**src/rtl/fwd_ctrl_scoreboard_if.sv**
```systemverilog
// rtl/fwd_ctrl_scoreboard_if.sv - decode/forwarding signal bundle for the forwarding scoreboard
interface fwd_ctrl_scoreboard_if #(
    parameter int CNT_W = 16
);
    logic             dec_valid;
    logic [3:0]       dec_srcA;
    logic [3:0]       dec_srcB;
    logic [3:0]       dec_dstE;
    logic [3:0]       dec_dstM;
    logic             ex2_cnd;
    logic             flush;
    logic             mem_wait;
    logic             dec_stall;
    logic             applyEx2Fwd;
    logic [1:0]       applyMemFwd;
    logic [3:0]       ex2_regA;
    logic [3:0]       mem_regA;
    logic [3:0]       mem_regB;
    logic [CNT_W-1:0] stall_count;

    // Pipeline side: drives decode/control, observes stall and forwarding selects
    modport master (
        output dec_valid, dec_srcA, dec_srcB, dec_dstE, dec_dstM,
        output ex2_cnd, flush, mem_wait,
        input  dec_stall, applyEx2Fwd, applyMemFwd, ex2_regA, mem_regA, mem_regB,
        input  stall_count
    );

    // Scoreboard side
    modport slave (
        input  dec_valid, dec_srcA, dec_srcB, dec_dstE, dec_dstM,
        input  ex2_cnd, flush, mem_wait,
        output dec_stall, applyEx2Fwd, applyMemFwd, ex2_regA, mem_regA, mem_regB,
        output stall_count
    );
endinterface

```
**src/rtl/fwd_ctrl_scoreboard.sv**
```systemverilog
// rtl/fwd_ctrl_scoreboard.sv - destination-register scoreboard driving the E-stage forwarding mux
module fwd_ctrl_scoreboard #(
    parameter logic [3:0] RNONE = 4'hF,
    parameter int          CNT_W = 16
) (
    input  logic                  clk,
    input  logic                  reset,
    fwd_ctrl_scoreboard_if.slave  bus
);
    // In-flight destinations per stage
    logic       eValid,   ex2Valid,   memValid;
    logic [3:0] eDstE,    ex2DstE,    memDstE;
    logic [3:0] eDstM,    ex2DstM,    memDstM;
    logic [CNT_W-1:0] stallCount;

    logic [3:0] ex2Eff;
    logic [3:0] memRegA;
    logic [3:0] memRegB;
    logic       luh;
    logic       takeStall;
    logic       insertBubble;

    // Effective destinations and load-use hazard detection
    always_comb begin
        ex2Eff  = (ex2Valid && bus.ex2_cnd) ? ex2DstE : RNONE;
        memRegA = memValid ? memDstE : RNONE;
        memRegB = memValid ? memDstM : RNONE;
        // Only a load sitting in E forces a bubble; ALU results and loads in E2
        // are reachable through the forwarding paths one cycle later.
        luh = bus.dec_valid && eValid && (eDstM != RNONE) &&
              ((bus.dec_srcA == eDstM) || (bus.dec_srcB == eDstM));
        takeStall    = luh && !bus.flush;
        insertBubble = bus.flush || luh || !bus.dec_valid;
    end

    assign bus.ex2_regA    = ex2Eff;
    assign bus.applyEx2Fwd = (ex2Eff != RNONE);
    assign bus.mem_regA    = memRegA;
    assign bus.mem_regB    = memRegB;
    assign bus.applyMemFwd = {memRegA != RNONE, memRegB != RNONE};
    assign bus.dec_stall   = bus.mem_wait || takeStall;
    assign bus.stall_count = stallCount;

    // Advance E -> E2 -> M unless memory holds the pipeline; squashed cmov dstE travels as RNONE
    always_ff @(posedge clk) begin
        if (reset) begin
            eValid     <= 1'b0;
            eDstE      <= RNONE;
            eDstM      <= RNONE;
            ex2Valid   <= 1'b0;
            ex2DstE    <= RNONE;
            ex2DstM    <= RNONE;
            memValid   <= 1'b0;
            memDstE    <= RNONE;
            memDstM    <= RNONE;
            stallCount <= '0;
        end else if (!bus.mem_wait) begin
            memValid <= ex2Valid;
            memDstE  <= ex2Eff;
            memDstM  <= ex2DstM;
            ex2Valid <= eValid;
            ex2DstE  <= eDstE;
            ex2DstM  <= eDstM;
            if (insertBubble) begin
                eValid <= 1'b0;
                eDstE  <= RNONE;
                eDstM  <= RNONE;
            end else begin
                eValid <= 1'b1;
                eDstE  <= bus.dec_dstE;
                eDstM  <= bus.dec_dstM;
            end
            if (takeStall && (stallCount != {CNT_W{1'b1}})) begin
                stallCount <= stallCount + 1'b1;
            end
        end
    end
endmodule
```
**src/flat_wrapper.sv**
```systemverilog
// flat-port wrapper written by rule: the top's interface ports become plain ports
module fwd_ctrl_scoreboard_flat 
#(
    parameter logic [3:0] RNONE = 4'hF,
    parameter int          CNT_W = 16
)
  (clk, reset, bus_dec_valid, bus_dec_srcA, bus_dec_srcB, bus_dec_dstE, bus_dec_dstM, bus_ex2_cnd, bus_flush, bus_mem_wait, bus_dec_stall, bus_applyEx2Fwd, bus_applyMemFwd, bus_ex2_regA, bus_mem_regA, bus_mem_regB, bus_stall_count);
  fwd_ctrl_scoreboard_if #(.CNT_W(CNT_W)) bus_i ();
  input  logic clk;
  input  logic reset;
  input wire logic [$bits(bus_i.dec_valid)-1:0] bus_dec_valid;
  input wire logic [$bits(bus_i.dec_srcA)-1:0] bus_dec_srcA;
  input wire logic [$bits(bus_i.dec_srcB)-1:0] bus_dec_srcB;
  input wire logic [$bits(bus_i.dec_dstE)-1:0] bus_dec_dstE;
  input wire logic [$bits(bus_i.dec_dstM)-1:0] bus_dec_dstM;
  input wire logic [$bits(bus_i.ex2_cnd)-1:0] bus_ex2_cnd;
  input wire logic [$bits(bus_i.flush)-1:0] bus_flush;
  input wire logic [$bits(bus_i.mem_wait)-1:0] bus_mem_wait;
  output wire logic [$bits(bus_i.dec_stall)-1:0] bus_dec_stall;
  output wire logic [$bits(bus_i.applyEx2Fwd)-1:0] bus_applyEx2Fwd;
  output wire logic [$bits(bus_i.applyMemFwd)-1:0] bus_applyMemFwd;
  output wire logic [$bits(bus_i.ex2_regA)-1:0] bus_ex2_regA;
  output wire logic [$bits(bus_i.mem_regA)-1:0] bus_mem_regA;
  output wire logic [$bits(bus_i.mem_regB)-1:0] bus_mem_regB;
  output wire logic [$bits(bus_i.stall_count)-1:0] bus_stall_count;
  assign bus_i.dec_valid = bus_dec_valid;
  assign bus_i.dec_srcA = bus_dec_srcA;
  assign bus_i.dec_srcB = bus_dec_srcB;
  assign bus_i.dec_dstE = bus_dec_dstE;
  assign bus_i.dec_dstM = bus_dec_dstM;
  assign bus_i.ex2_cnd = bus_ex2_cnd;
  assign bus_i.flush = bus_flush;
  assign bus_i.mem_wait = bus_mem_wait;
  assign bus_dec_stall = bus_i.dec_stall;
  assign bus_applyEx2Fwd = bus_i.applyEx2Fwd;
  assign bus_applyMemFwd = bus_i.applyMemFwd;
  assign bus_ex2_regA = bus_i.ex2_regA;
  assign bus_mem_regA = bus_i.mem_regA;
  assign bus_mem_regB = bus_i.mem_regB;
  assign bus_stall_count = bus_i.stall_count;
  fwd_ctrl_scoreboard #(.RNONE(RNONE), .CNT_W(CNT_W)) u_core (.clk(clk), .reset(reset), .bus(bus_i));
endmodule
```
**config.mk**
```make
export PLATFORM = sky130hd
export DESIGN_NAME = fwd_ctrl_scoreboard_flat
export DESIGN_NICKNAME = d
export VERILOG_FILES = /design/src/rtl/fwd_ctrl_scoreboard_if.sv /design/src/rtl/fwd_ctrl_scoreboard.sv /design/src/flat_wrapper.sv
export SDC_FILE = /design/constraint.sdc
export NUM_CORES = 1
export LEC_CHECK = 0
export ABC_AREA = 1
export CORE_UTILIZATION = 51
export CTS_CLUSTER_SIZE = 25
export DETAILED_ROUTE_END_ITERATION = 6
export MAX_ROUTING_LAYER = met4
export PLACE_DENSITY_LB_ADDON = 0.15
export SETUP_SLACK_MARGIN = 0.1
export SYNTH_ARGS = -nofsm -noshare
export SYNTH_HDL_FRONTEND = slang
export SYNTH_SLANG_ARGS = --single-unit
```
**constraint.sdc**
```tcl
create_clock -name clk -period 4.27 [get_ports clk]
set_clock_uncertainty 0.1 [all_clocks]
set_input_delay 0.854 -clock clk [delete_from_list [all_inputs] [get_ports clk]]
set_output_delay 0.854 -clock clk [all_outputs]
set_load 0.02 [all_outputs]
```
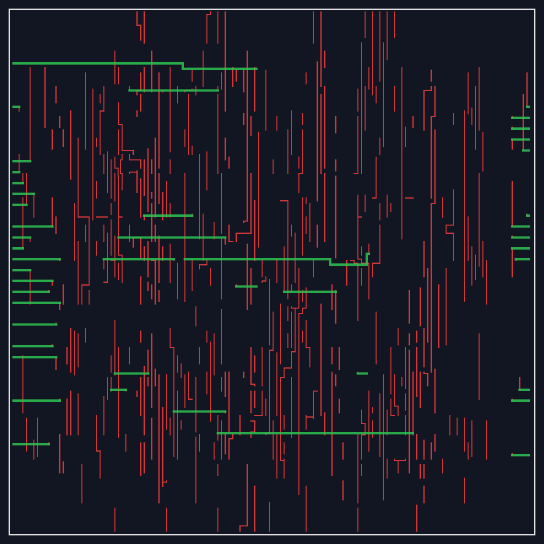
(images/wires.png)
(8 px per um) Two of the layers only.
legend:
  red:
    layer: metal 2
    wire_length: 1870 um
  green:
    layer: metal 3
    wire_length: 228 um
final wirelength: 4270 um
global router's overall resource usage: 22.1%

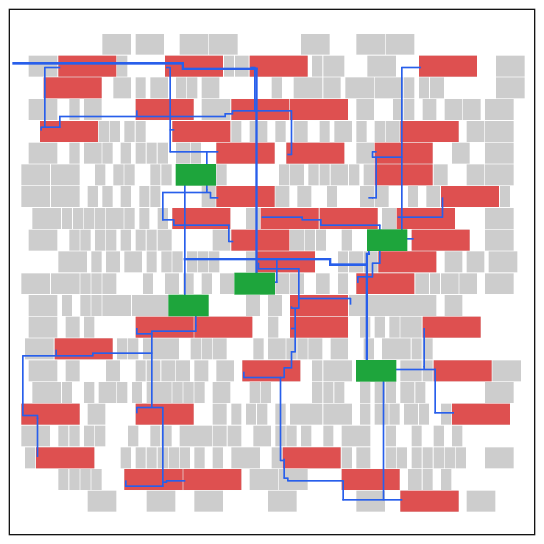
(images/clk_routes.png)
(8 px per um)
legend:
  blue:
    item: clock wires
    length: 473 um
  red:
    item: flip-flops
    count: 43
  green:
    item: clock drivers
    count: 5
flops lie: widely spread
clk ins delay skew pair: 0.29 ns
clock network power consumption: 312 uW

==> results.rst <==
Run summary
-----------

.. list-table::
   :header-rows: 1

   * - Metric
     - Value
   * - Via-to-Cell Ratio
     - around 5.0
   * - Core utilization at floorplan
     - 54.5%
   * - Sinks on the clock net
     - 43
   * - Run status
     - finished clean
   * - Part of the total power dissipated in the clock network
     - 38.4%
   * - Worst setup SP type
     - primary input
   * - Initial antenna violation count
     - 0
   * - Worst Path Max Fanout
     - 3
   * - Clock tree from TritonCTS
     - yes
   * - Violation count after the first detailed-routing iteration
     - around 130
   * - Max-Cap Viols
     - 0
   * - Global-route wire length before repair
     - 7220 um
   * - Worst setup path class
     - in2out
   * - Most frequent CP cell
     - nand2_1
   * - Non-filler instance count after layout
     - roughly 400
   * - Total CTS buffers
     - 5
   * - Fraction of final layout cells with drive strength greater than 1
     - around 11%
   * - Largest net degree at the start of global routing
     - 26
   * - Dpl hpwl
     - 3150 um
   * - Period minus WS final
     - 3.56 ns
   * - Fmax
     - 281 MHz
   * - Sequential Power Share
     - 51.5%
   * - Placed instance area
     - 2600 um2
   * - Number of endpoints failing setup at the final stage
     - 0
   * - Startpoint of the worst register-to-register path
     - u_core.bus.stall_count[0]
   * - Post-CTS setup-driven buffer insertion count
     - 0
   * - Port bufs
     - 53
   * - Number of failing hold endpoints at the final stage
     - 0
   * - Cell family contributing the most delay on the critical path
     - buffers and inverters
   * - Number of antenna-violating nets in the routed design
     - 0
   * - Maximum clock path buffer count
     - 2
   * - Worst setup endpoint
     - bus_dec_stall
   * - Length of the first detailed-routing pass in iterations
     - 4
   * - Total DRC errors in the routed layout
     - 0
   * - Mapped Avg Cell Area
     - 6.76 um2
   * - Routed via count
     - 2008
   * - Worst hold path type
     - reg2reg
   * - Hold buffer count at CTS
     - 0
   * - Largest incremental delay on the critical path
     - 0.63 ns
   * - Relative max-transition margin
     - 59.3%
   * - Main area contributors
     - dfxtp_1 42%, nand2_1 17%, nor2_1 7.7%, a21oi_1 4.4%, inv_1 4.4%
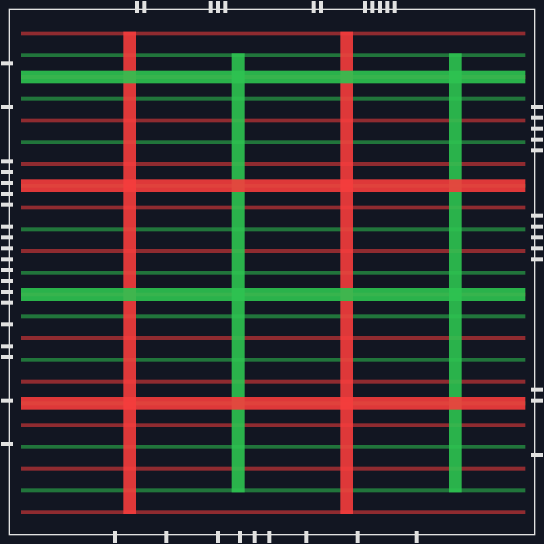
(images/power_grid.png)
(8 px per um) Pins as bars on the die edge.
legend:
  red:
    net: VSS
  green:
    net: VDD
rows: 22
met1 rails: 23

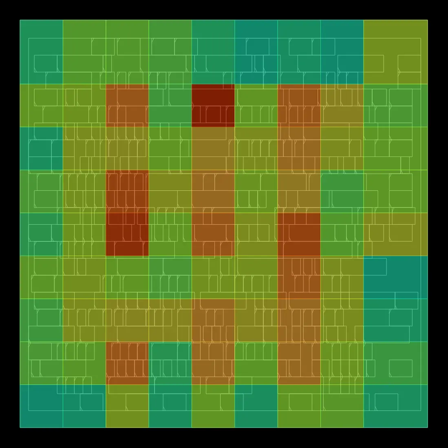
(images/congestion.png)
met3 capacity usage during global routing: 4.17%
global-route met2 utilization: 33.2%
GRT met1 Usage: 29.8%

[cell families after synthesis]
group / count (synthesis) / share of synthesized area [%]
DFF: 43 / 41.9
AOI/OAI and AO/OA: 37 / 9.62
buffers and inverters: 38 / 7.85
and+or+nand+nor: 185 / 40.0
adders and majority gates: 1 / 0.609
[worst min-delay path, stage by stage (launching register included)]
cell and delay [ns]:
dfxtp_1 0.33, nand2_1 0.05, nand3_1 0.05
[metrics by stage]
| step | hold WS [ns] | util (%) | worst slack (ns) |
|---|---|---|---|
| 6_report | 0.360 | 72.0 | 0.715 |
| 5_1_grt | 0.388 | 72.0 | 0.606 |
| 4_1_cts | 0.362 | 72.0 | 0.723 |
| 3_5_place_dp | 0.341 | 69.0 | 0.743 |
| 3_3_place_gp | 0.339 | 69.0 | 0.731 |
| 2_1_floorplan | 0.329 | - | 1.59 |
[layout make-up]
cell class | instances | area (um2)
clock inverters | 3 | 43.8
multi-input cells | 223 | 1030
fillers | 336 | 1060
repair buffers | 55 | 546
clock buffers | 5 | 68.8
inverters | 27 | 101
flip-flops and latches | 43 | 861
well taps | 48 | 60.1
[sequential cells by signal (all words and copies together), names as in the netlist]
name	count
u_core.eDstM	4
u_core.memValid	1
u_core.eDstE	4
u_core.memDstM	4
u_core.ex2DstE	4
u_core.bus.stall_count	16
u_core.ex2DstM	4
u_core.memDstE	4
u_core.ex2Valid	1
u_core.eValid	1
[synth_stat cells]
cell type,number
buf_4,3
ha_1,1
nor2_4,2
clkbuf_1,7
nor3_1,1
inv_2,3
o22ai_1,8
buf_6,1
nand4_1,4
inv_1,24
nand3_1,17
nor2_2,4
a21oi_1,18
o21ai_1,1
nand3_2,3
nand2_2,3
nand2_1,95
or2_2,12
dfxtp_1,43
nand4_2,1
nor3_2,1
o21ai_0,9
o21bai_1,1
nor2_1,42
[routing by layer]
layer | track usage (%) | wire, um | vias up
met5 | - | 0 | -
met4 | 7.34 | 40 | 0
met3 | 4.17 | 227 | 4
met2 | 33.2 | 1870 | 58
met1 | 29.8 | 2130 | 884
li1 | - | - | 1062
[power groups by stage]
| stage | Combinational [mW] | Clock, mW | Sequential, mW |
|---|---|---|---|
| 3_3_place_gp | 0.0810 | 0 | 0.428 |
| 6_report | 0.0825 | 0.312 | 0.418 |
| 3_5_place_dp | 0.0825 | 0 | 0.428 |
| 2_1_floorplan | 0.0473 | 0 | 0.426 |
| 5_1_grt | 0.0918 | 0.338 | 0.420 |
| 4_1_cts | 0.0829 | 0.318 | 0.418 |
[how the worst min path moves through the flow]
stage / start / to / slack, ns / cells past startpoint
global route: u_core.memDstE[2] / u_core.memDstE[2] / 0.39 / 2
global placement: u_core.eDstE[0] / u_core.ex2DstE[0] / 0.34 / 2
CTS: u_core.eDstE[3] / u_core.ex2DstE[3] / 0.36 / 2
floorplan: u_core.ex2DstM[0] / u_core.memDstM[0] / 0.33 / 2
detailed placement: u_core.eDstE[3] / u_core.ex2DstE[3] / 0.34 / 2
finish: u_core.eDstE[3] / u_core.ex2DstE[3] / 0.36 / 2
Power and IR drop assume default switching activity.
